### src/rtl/msi_pkg.sv
// Shared encodings for the MSI snooping cache controller:
// bus messages, per-line coherence states and controller FSM states.
package msi_pkg;

    typedef enum logic [1:0] {
        BUS_RD   = 2'b00,
        BUS_RDX  = 2'b01,
        BUS_UPGR = 2'b10,
        BUS_NONE = 2'b11
    } bus_msg_e;

    typedef enum logic [1:0] {
        LINE_I = 2'b00,
        LINE_S = 2'b01,
        LINE_M = 2'b10
    } line_state_e;

    typedef enum logic [1:0] {
        ST_IDLE     = 2'b00,
        ST_WAIT_GNT = 2'b01,
        ST_OWN      = 2'b10
    } fsm_state_e;

    // Coherence reaction of a valid line whose tag matches a snooped message.
    function automatic line_state_e snoop_next(line_state_e cur, bus_msg_e msg);
        line_state_e nxt;
        nxt = cur;
        case (msg)
            BUS_RD:            if (cur == LINE_M) nxt = LINE_S;
            BUS_RDX, BUS_UPGR: nxt = LINE_I;
            default:           nxt = cur;
        endcase
        return nxt;
    endfunction

endpackage

### src/rtl/msi_snoop_ctrl_if.sv
// Processor request, arbiter handshake and snooped-bus signals of the
// MSI controller. The slave modport is the controller's view.
interface msi_snoop_ctrl_if #(
    parameter int ADDR_SIZE = 32
);
    logic                 test_rd_i;
    logic                 test_wr_i;
    logic [ADDR_SIZE-1:0] test_addr_i;
    logic                 done_o;
    logic                 pr_bus_req_o;
    logic                 pr_bus_req_i;
    logic [1:0]           bus_msg_o;
    logic [ADDR_SIZE-1:0] addr_o;
    logic                 flush_o;
    logic                 bus_valid_i;
    logic [1:0]           bus_msg_i;
    logic [ADDR_SIZE-1:0] addr_i;

    modport slave (
        input  test_rd_i, test_wr_i, test_addr_i, pr_bus_req_i,
               bus_valid_i, bus_msg_i, addr_i,
        output done_o, pr_bus_req_o, bus_msg_o, addr_o, flush_o
    );

    modport master (
        output test_rd_i, test_wr_i, test_addr_i, pr_bus_req_i,
               bus_valid_i, bus_msg_i, addr_i,
        input  done_o, pr_bus_req_o, bus_msg_o, addr_o, flush_o
    );
endinterface

### src/rtl/msi_tag_array.sv
// Direct-mapped tag/state storage. One combinational lookup port for the
// controller, one write port for completed bus transactions and one
// snoop-update port. A snoop hitting the written line in the same cycle wins.
module msi_tag_array
    import msi_pkg::*;
#(
    parameter int NUM_LINES = 2,
    parameter int ADDR_SIZE = 32,
    localparam int IDX_W = $clog2(NUM_LINES),
    localparam int TAG_W = ADDR_SIZE - IDX_W
) (
    input  logic                 clk,
    input  logic                 rst_n,
    input  logic [ADDR_SIZE-1:0] lookup_addr,
    output line_state_e          lookup_state,
    output logic                 lookup_match,
    input  logic                 wr_en,
    input  logic [ADDR_SIZE-1:0] wr_addr,
    input  line_state_e          wr_state,
    input  logic                 snoop_en,
    input  bus_msg_e             snoop_msg,
    input  logic [ADDR_SIZE-1:0] snoop_addr
);
    line_state_e      line_state [NUM_LINES];
    logic [TAG_W-1:0] line_tag   [NUM_LINES];

    logic [IDX_W-1:0] lookup_idx, wr_idx, snoop_idx;
    logic [TAG_W-1:0] lookup_tag, wr_tag, snoop_tag;

    assign lookup_idx = lookup_addr[IDX_W-1:0];
    assign lookup_tag = lookup_addr[ADDR_SIZE-1:IDX_W];
    assign wr_idx     = wr_addr[IDX_W-1:0];
    assign wr_tag     = wr_addr[ADDR_SIZE-1:IDX_W];
    assign snoop_idx  = snoop_addr[IDX_W-1:0];
    assign snoop_tag  = snoop_addr[ADDR_SIZE-1:IDX_W];

    assign lookup_state = line_state[lookup_idx];
    assign lookup_match = (line_tag[lookup_idx] == lookup_tag);

    // Line storage: transaction fill first, snoop update last so it takes priority.
    always_ff @(posedge clk or negedge rst_n) begin
        if (!rst_n) begin
            for (int i = 0; i < NUM_LINES; i++) begin
                line_state[i] <= LINE_I;
                line_tag[i]   <= '0;
            end
        end else begin
            if (wr_en) begin
                line_tag[wr_idx]   <= wr_tag;
                line_state[wr_idx] <= wr_state;
            end
            if (snoop_en && (line_tag[snoop_idx] == snoop_tag)) begin
                line_state[snoop_idx] <= snoop_next(line_state[snoop_idx], snoop_msg);
            end
        end
    end

endmodule

### src/rtl/msi_snoop_ctrl.sv
// MSI snooping cache controller: services processor reads/writes from the
// local tag array, requests the bus on misses/upgrades, and reacts to
// transactions snooped from other caches.
module msi_snoop_ctrl
    import msi_pkg::*;
#(
    parameter int NUM_LINES = 2,
    parameter int ADDR_SIZE = 32
) (
    input  logic            clk_i,
    input  logic            rst_ni,
    msi_snoop_ctrl_if.slave bus
);
    fsm_state_e           state, state_next;
    logic                 op_wr;
    logic [ADDR_SIZE-1:0] op_addr;
    logic                 done_q;

    logic [ADDR_SIZE-1:0] lookup_addr;
    line_state_e          lookup_state;
    logic                 lookup_match;
    logic                 req_any, req_wr, idle_hit;
    bus_msg_e             own_msg, msg_out;
    logic                 req_out, flush_out;
    logic [ADDR_SIZE-1:0] addr_out;
    logic                 wr_en, snoop_en;
    line_state_e          wr_state;

    assign req_any     = bus.test_rd_i | bus.test_wr_i;
    assign req_wr      = bus.test_wr_i;
    assign lookup_addr = (state == ST_IDLE) ? bus.test_addr_i : op_addr;
    assign snoop_en    = bus.bus_valid_i && (state != ST_OWN);
    assign idle_hit    = lookup_match &&
                         (req_wr ? (lookup_state == LINE_M) : (lookup_state != LINE_I));

    msi_tag_array #(
        .NUM_LINES (NUM_LINES),
        .ADDR_SIZE (ADDR_SIZE)
    ) u_tags (
        .clk          (clk_i),
        .rst_n        (rst_ni),
        .lookup_addr  (lookup_addr),
        .lookup_state (lookup_state),
        .lookup_match (lookup_match),
        .wr_en        (wr_en),
        .wr_addr      (op_addr),
        .wr_state     (wr_state),
        .snoop_en     (snoop_en),
        .snoop_msg    (bus_msg_e'(bus.bus_msg_i)),
        .snoop_addr   (bus.addr_i)
    );

    // Message for the pending operation, re-evaluated each cycle so a snoop that invalidates an S line turns an upgrade into BusRdX.
    always_comb begin
        own_msg = BUS_RDX;
        if (!op_wr) begin
            own_msg = BUS_RD;
        end else if (lookup_match && (lookup_state == LINE_S)) begin
            own_msg = BUS_UPGR;
        end
    end

    // State register, captured operation and registered completion pulse.
    always_ff @(posedge clk_i or negedge rst_ni) begin
        if (!rst_ni) begin
            state   <= ST_IDLE;
            op_wr   <= 1'b0;
            op_addr <= '0;
            done_q  <= 1'b0;
        end else begin
            state  <= state_next;
            done_q <= ((state == ST_IDLE) && req_any && idle_hit) || (state == ST_OWN);
            if ((state == ST_IDLE) && req_any) begin
                op_wr   <= req_wr;
                op_addr <= bus.test_addr_i;
            end
        end
    end

    // Next-state and bus-side outputs; the line is filled at the end of OWN.
    always_comb begin
        state_next = state;
        req_out    = 1'b0;
        msg_out    = BUS_NONE;
        addr_out   = '0;
        flush_out  = 1'b0;
        wr_en      = 1'b0;
        wr_state   = LINE_I;
        case (state)
            ST_IDLE: begin
                if (req_any && !idle_hit) state_next = ST_WAIT_GNT;
            end
            ST_WAIT_GNT: begin
                req_out  = 1'b1;
                msg_out  = own_msg;
                addr_out = op_addr;
                if (bus.pr_bus_req_i) state_next = ST_OWN;
            end
            ST_OWN: begin
                msg_out    = own_msg;
                addr_out   = op_addr;
                flush_out  = (lookup_state == LINE_M) && !lookup_match;
                wr_en      = 1'b1;
                wr_state   = (own_msg == BUS_RD) ? LINE_S : LINE_M;
                state_next = ST_IDLE;
            end
            default: state_next = ST_IDLE;
        endcase
    end

    assign bus.done_o       = done_q;
    assign bus.pr_bus_req_o = req_out;
    assign bus.bus_msg_o    = msg_out;
    assign bus.addr_o       = addr_out;
    assign bus.flush_o      = flush_out;

    // A grant is only meaningful while this controller is waiting for one.
    grant_only_when_waiting: assert property (
        @(posedge clk_i) disable iff (!rst_ni) bus.pr_bus_req_i |-> (state == ST_WAIT_GNT)
    );

endmodule

### src/flat_wrapper.sv
// flat-port wrapper written by rule: the top's interface ports become plain ports
module msi_snoop_ctrl_flat import msi_pkg::*;
#(
    parameter int NUM_LINES = 2,
    parameter int ADDR_SIZE = 32
)
  (clk_i, rst_ni, bus_test_rd_i, bus_test_wr_i, bus_test_addr_i, bus_pr_bus_req_i, bus_bus_valid_i, bus_bus_msg_i, bus_addr_i, bus_done_o, bus_pr_bus_req_o, bus_bus_msg_o, bus_addr_o, bus_flush_o);
  msi_snoop_ctrl_if #(.ADDR_SIZE(ADDR_SIZE)) bus_i ();
  input  logic clk_i;
  input  logic rst_ni;
  input wire logic [$bits(bus_i.test_rd_i)-1:0] bus_test_rd_i;
  input wire logic [$bits(bus_i.test_wr_i)-1:0] bus_test_wr_i;
  input wire logic [$bits(bus_i.test_addr_i)-1:0] bus_test_addr_i;
  input wire logic [$bits(bus_i.pr_bus_req_i)-1:0] bus_pr_bus_req_i;
  input wire logic [$bits(bus_i.bus_valid_i)-1:0] bus_bus_valid_i;
  input wire logic [$bits(bus_i.bus_msg_i)-1:0] bus_bus_msg_i;
  input wire logic [$bits(bus_i.addr_i)-1:0] bus_addr_i;
  output wire logic [$bits(bus_i.done_o)-1:0] bus_done_o;
  output wire logic [$bits(bus_i.pr_bus_req_o)-1:0] bus_pr_bus_req_o;
  output wire logic [$bits(bus_i.bus_msg_o)-1:0] bus_bus_msg_o;
  output wire logic [$bits(bus_i.addr_o)-1:0] bus_addr_o;
  output wire logic [$bits(bus_i.flush_o)-1:0] bus_flush_o;
  assign bus_i.test_rd_i = bus_test_rd_i;
  assign bus_i.test_wr_i = bus_test_wr_i;
  assign bus_i.test_addr_i = bus_test_addr_i;
  assign bus_i.pr_bus_req_i = bus_pr_bus_req_i;
  assign bus_i.bus_valid_i = bus_bus_valid_i;
  assign bus_i.bus_msg_i = bus_bus_msg_i;
  assign bus_i.addr_i = bus_addr_i;
  assign bus_done_o = bus_i.done_o;
  assign bus_pr_bus_req_o = bus_i.pr_bus_req_o;
  assign bus_bus_msg_o = bus_i.bus_msg_o;
  assign bus_addr_o = bus_i.addr_o;
  assign bus_flush_o = bus_i.flush_o;
  msi_snoop_ctrl #(.NUM_LINES(NUM_LINES), .ADDR_SIZE(ADDR_SIZE)) u_core (.clk_i(clk_i), .rst_ni(rst_ni), .bus(bus_i));
endmodule
### config.mk
export PLATFORM = sky130hd
export DESIGN_NAME = msi_snoop_ctrl_flat
export DESIGN_NICKNAME = d
export VERILOG_FILES = /design/src/rtl/msi_pkg.sv /design/src/rtl/msi_snoop_ctrl_if.sv /design/src/rtl/msi_tag_array.sv /design/src/rtl/msi_snoop_ctrl.sv /design/src/flat_wrapper.sv
export SDC_FILE = /design/constraint.sdc
export NUM_CORES = 1
export LEC_CHECK = 0
export CELL_PAD_IN_SITES_DETAIL_PLACEMENT = 0
export CELL_PAD_IN_SITES_GLOBAL_PLACEMENT = 2
export CORE_MARGIN = 2
export CORE_UTILIZATION = 34
export CTS_BUF_LIST = sky130_fd_sc_hd__clkbuf_4 sky130_fd_sc_hd__clkbuf_8 sky130_fd_sc_hd__clkbuf_16
export DETAILED_ROUTE_END_ITERATION = 12
export PLACE_DENSITY = 0.89
export SLEW_MARGIN = 20
export SYNTH_ARGS = -nofsm -noshare
export SYNTH_HDL_FRONTEND = slang
export SYNTH_SLANG_ARGS = --single-unit
export TNS_END_PERCENT = 30
### constraint.sdc
create_clock -name clk_i -period 3.51 [get_ports clk_i]
set_input_delay 0.702 -clock clk_i [delete_from_list [all_inputs] [get_ports clk_i]]
set_output_delay 0.702 -clock clk_i [all_outputs]
set_load 0.005 [all_outputs]
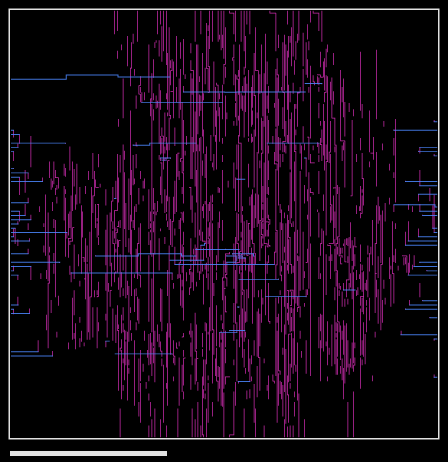
(routed metal, one color a layer)
Scale bar: 50 µm. Two of the layers only.
Key: met3 = blue [wire length 683 µm]; met2 = magenta [wire length 8340 µm]
post-DR wirelength/cell: 18.7 µm
GRT Resource Usage Total: 19.2%
total vias in the final route: 4597

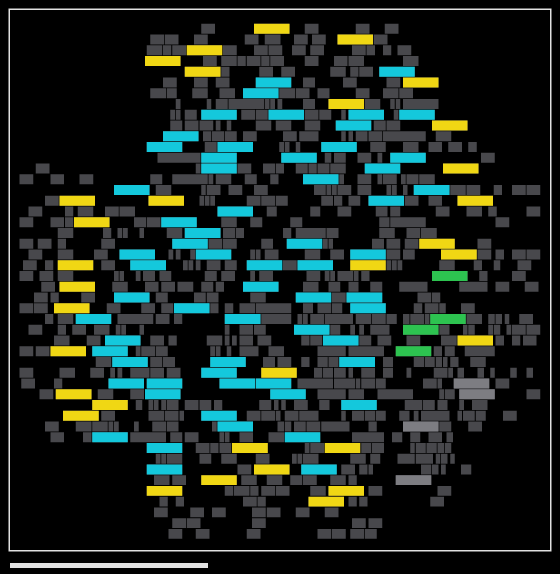
(where the registers sit)
Scale bar: 50 µm. Other sequential cells in the stronger gray, the rest of the logic in the fainter gray.
Key: u_core.op_addr = yellow [flops 32, where widely spread]; u_core.u_tags.line_tag = cyan [flops 62]; u_core.u_tags.line_state = green [flops 4, where right middle]
fraction of area in registers: 31.9%
Flop+latch power: 2320 µW
Reg area: 2550 µm²
fin util: 46.5%

==> flow_summary.ini <==
; implementation run metrics
[finish]
most-common-layout-cells = nand2_1, clkdlybuf4s50_1, dfrtp_1, mux2i_1, mux2_2
stdcell_count = 921
final_nets = 767
drive_gt1_share_pct = 20.0
antenna_cells_inserted = 0

[synth]
synth_cells = 560
ys_seq_share_pct = 42.6
flops_out_of_synthesis = 102
synth_warnings = 0
post_synth_num_cell_types = 40
mappedNetlistArea_um2 = 5990
dominantRegCellSynth = dfrtp_1
synthesis.area_per_instance_um2 = 10.7
common_cells = nand2_1, dfrtp_1, mux2i_1
asyncSetResetFlopFracSynth_pct = 100
synth_top_cell_by_area = dfrtp_1
edf_count = 0

[power]
fin_total_pwr_uw = 7860
intPower_uw = 4860
leakagePower_uw = 0.00357
power_top_consumer = combinational cells
share_comb_of_total_power_pct = 56.1

[floorplan]
floorplan.die.height_um = 137
core_util_floorplan_pct = 34.7
die_w_um = 137

[final_timing]
final_setup_vio_count = 3
layout_min_cycle_time_ns = 3.87
highest_clock_rate_mhz = 258
timing.final.max_slew_violations = 0
slew_headroom_pct = 45.7
postLayoutSetupSlackWorst_ns = -0.363
final.period_utilization_pct = 110
fin_hold_ws_ns = 0.357

[status]
failed_checks = negative setup slack
run_status = finished with violations

[critical_path]
critical_path.endpoint = bus_bus_msg_o[1]
crit_path_max_fanout = 6

[grt]
largest_net_degree_at_the_start_of_global_routing = 58

[clock_network]
cts.clk_slew.worst_paths_ns = 0.08
clock.latency.late_pin_ns = 0.36
cts.htree.levels = 3
cts_root_buf = clkbuf_16

[place]
portBuffers = 108
global_placement_routability_congestion = 0.857
pre_cts_ws_ns = -0.831

[job]
openroad_warnings = 31
max-cap-violations = 0

[drt]
postRouteAntennaNets = 0
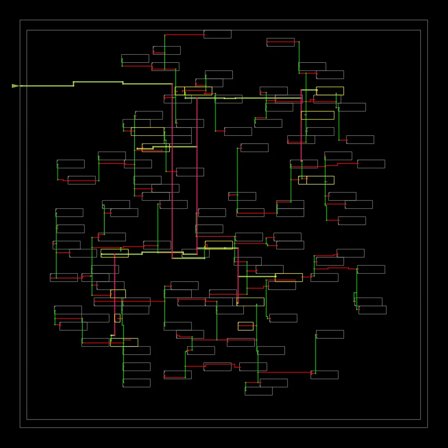
(clock nets)
power consumed by the clock network: 1130 µW
worst-case clock skew: 0.0106 ns
Layout clock buffers: 11
TritonCTS Buffers: 9

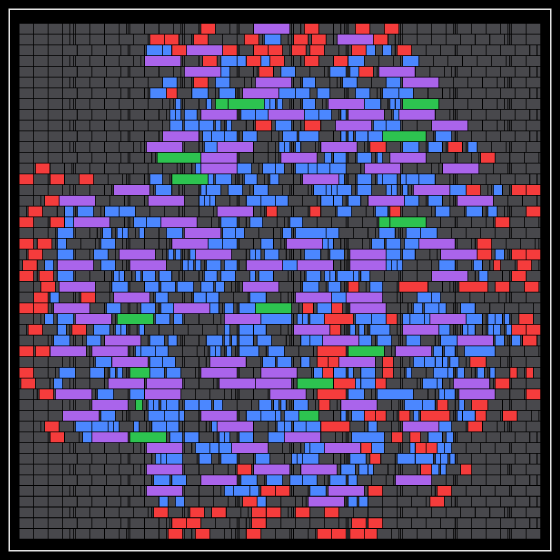
(placement by cell class)
Fill, decap, tap and diode cells in gray.
Key: other buffers and delay cells = red [cells 149, share of their area 19%]; flip-flops = purple [cells 102, share of their area 33%]; all other logic = blue [cells 429, share of their area 43%]; clock drivers and dummy loads = green [cells 16, share of their area 4.3%]
design area: 8010 µm²
area of the core: 17200 µm²
floorplan row count: 48

-- cells by family after synthesis --
kind of cell / synth area share, %
and+or+nand+nor: 13.5
muxes: 28.6
DFF: 42.6
xor gates and xnor gates: 8.93
buffers and inverters: 2.95
AOI/OAI and AO/OA: 2.57
adders and majority gates: 0.836
-- repair_timing --
action                                 CTS  global route
buffers inserted                        14             0
hold buffers                             0             0
gates cloned                             0             0
endpoints found under the hold margin    0             0
pin swaps                               12             1
resized                                 34             2
setup endpoints to repair                3             3
-- per-stage QoR --
step / utilization (%) / TNS, ns
floorplan: - / 0
global placement: 43.3 / -2.12
finish: 46.5 / -1.03
global route: 46.5 / -1.37
detailed placement: 43.3 / -2.20
CTS: 46.4 / -0.914
-- sequential cells by signal, summed over array words and instances, names as in the netlist --
register,count
u_core.u_tags.line_state,4
u_core.state,2
u_core.bus.done_o,1
u_core.u_tags.line_tag,62
u_core.op_addr,32
u_core.op_wr,1
-- cell type report --
type	instances	area, µm²
fillers	1593	9220
multi-input cells	423	3340
flip-flops and latches	102	2550
repair buffers	149	1480
well taps	225	282
clock buffers	11	253
clock inverters	5	81.3
inverters	6	22.5
-- worst max-delay path: stages (launching register included) --
cell	delay, ns
dfrtp_1	0.40
inv_2	0.09
ha_4	0.16
mux2i_4	0.30
buf_12	0.16
buf_4	0.11
buf_12	0.10
mux2i_2	0.20
xnor2_1	0.15
nand4_1	0.18
nor4_4	0.36
nand2_2	0.16
buf_6	0.15
o31ai_4	0.15
buf_2	0.14
-- metal layers --
| layer | track usage, % | up-vias | part of all wire (%) |
|---|---|---|---|
| met5 | 0 | - | 0 |
| met4 | 5.50 | 0 | 1.6 |
| met3 | 3.56 | 18 | 4.0 |
| met2 | 31.9 | 100 | 48 |
| met1 | 25.4 | 2294 | 46 |
| li1 | - | 2185 | - |
Power is estimated from default activity; no workload was simulated.
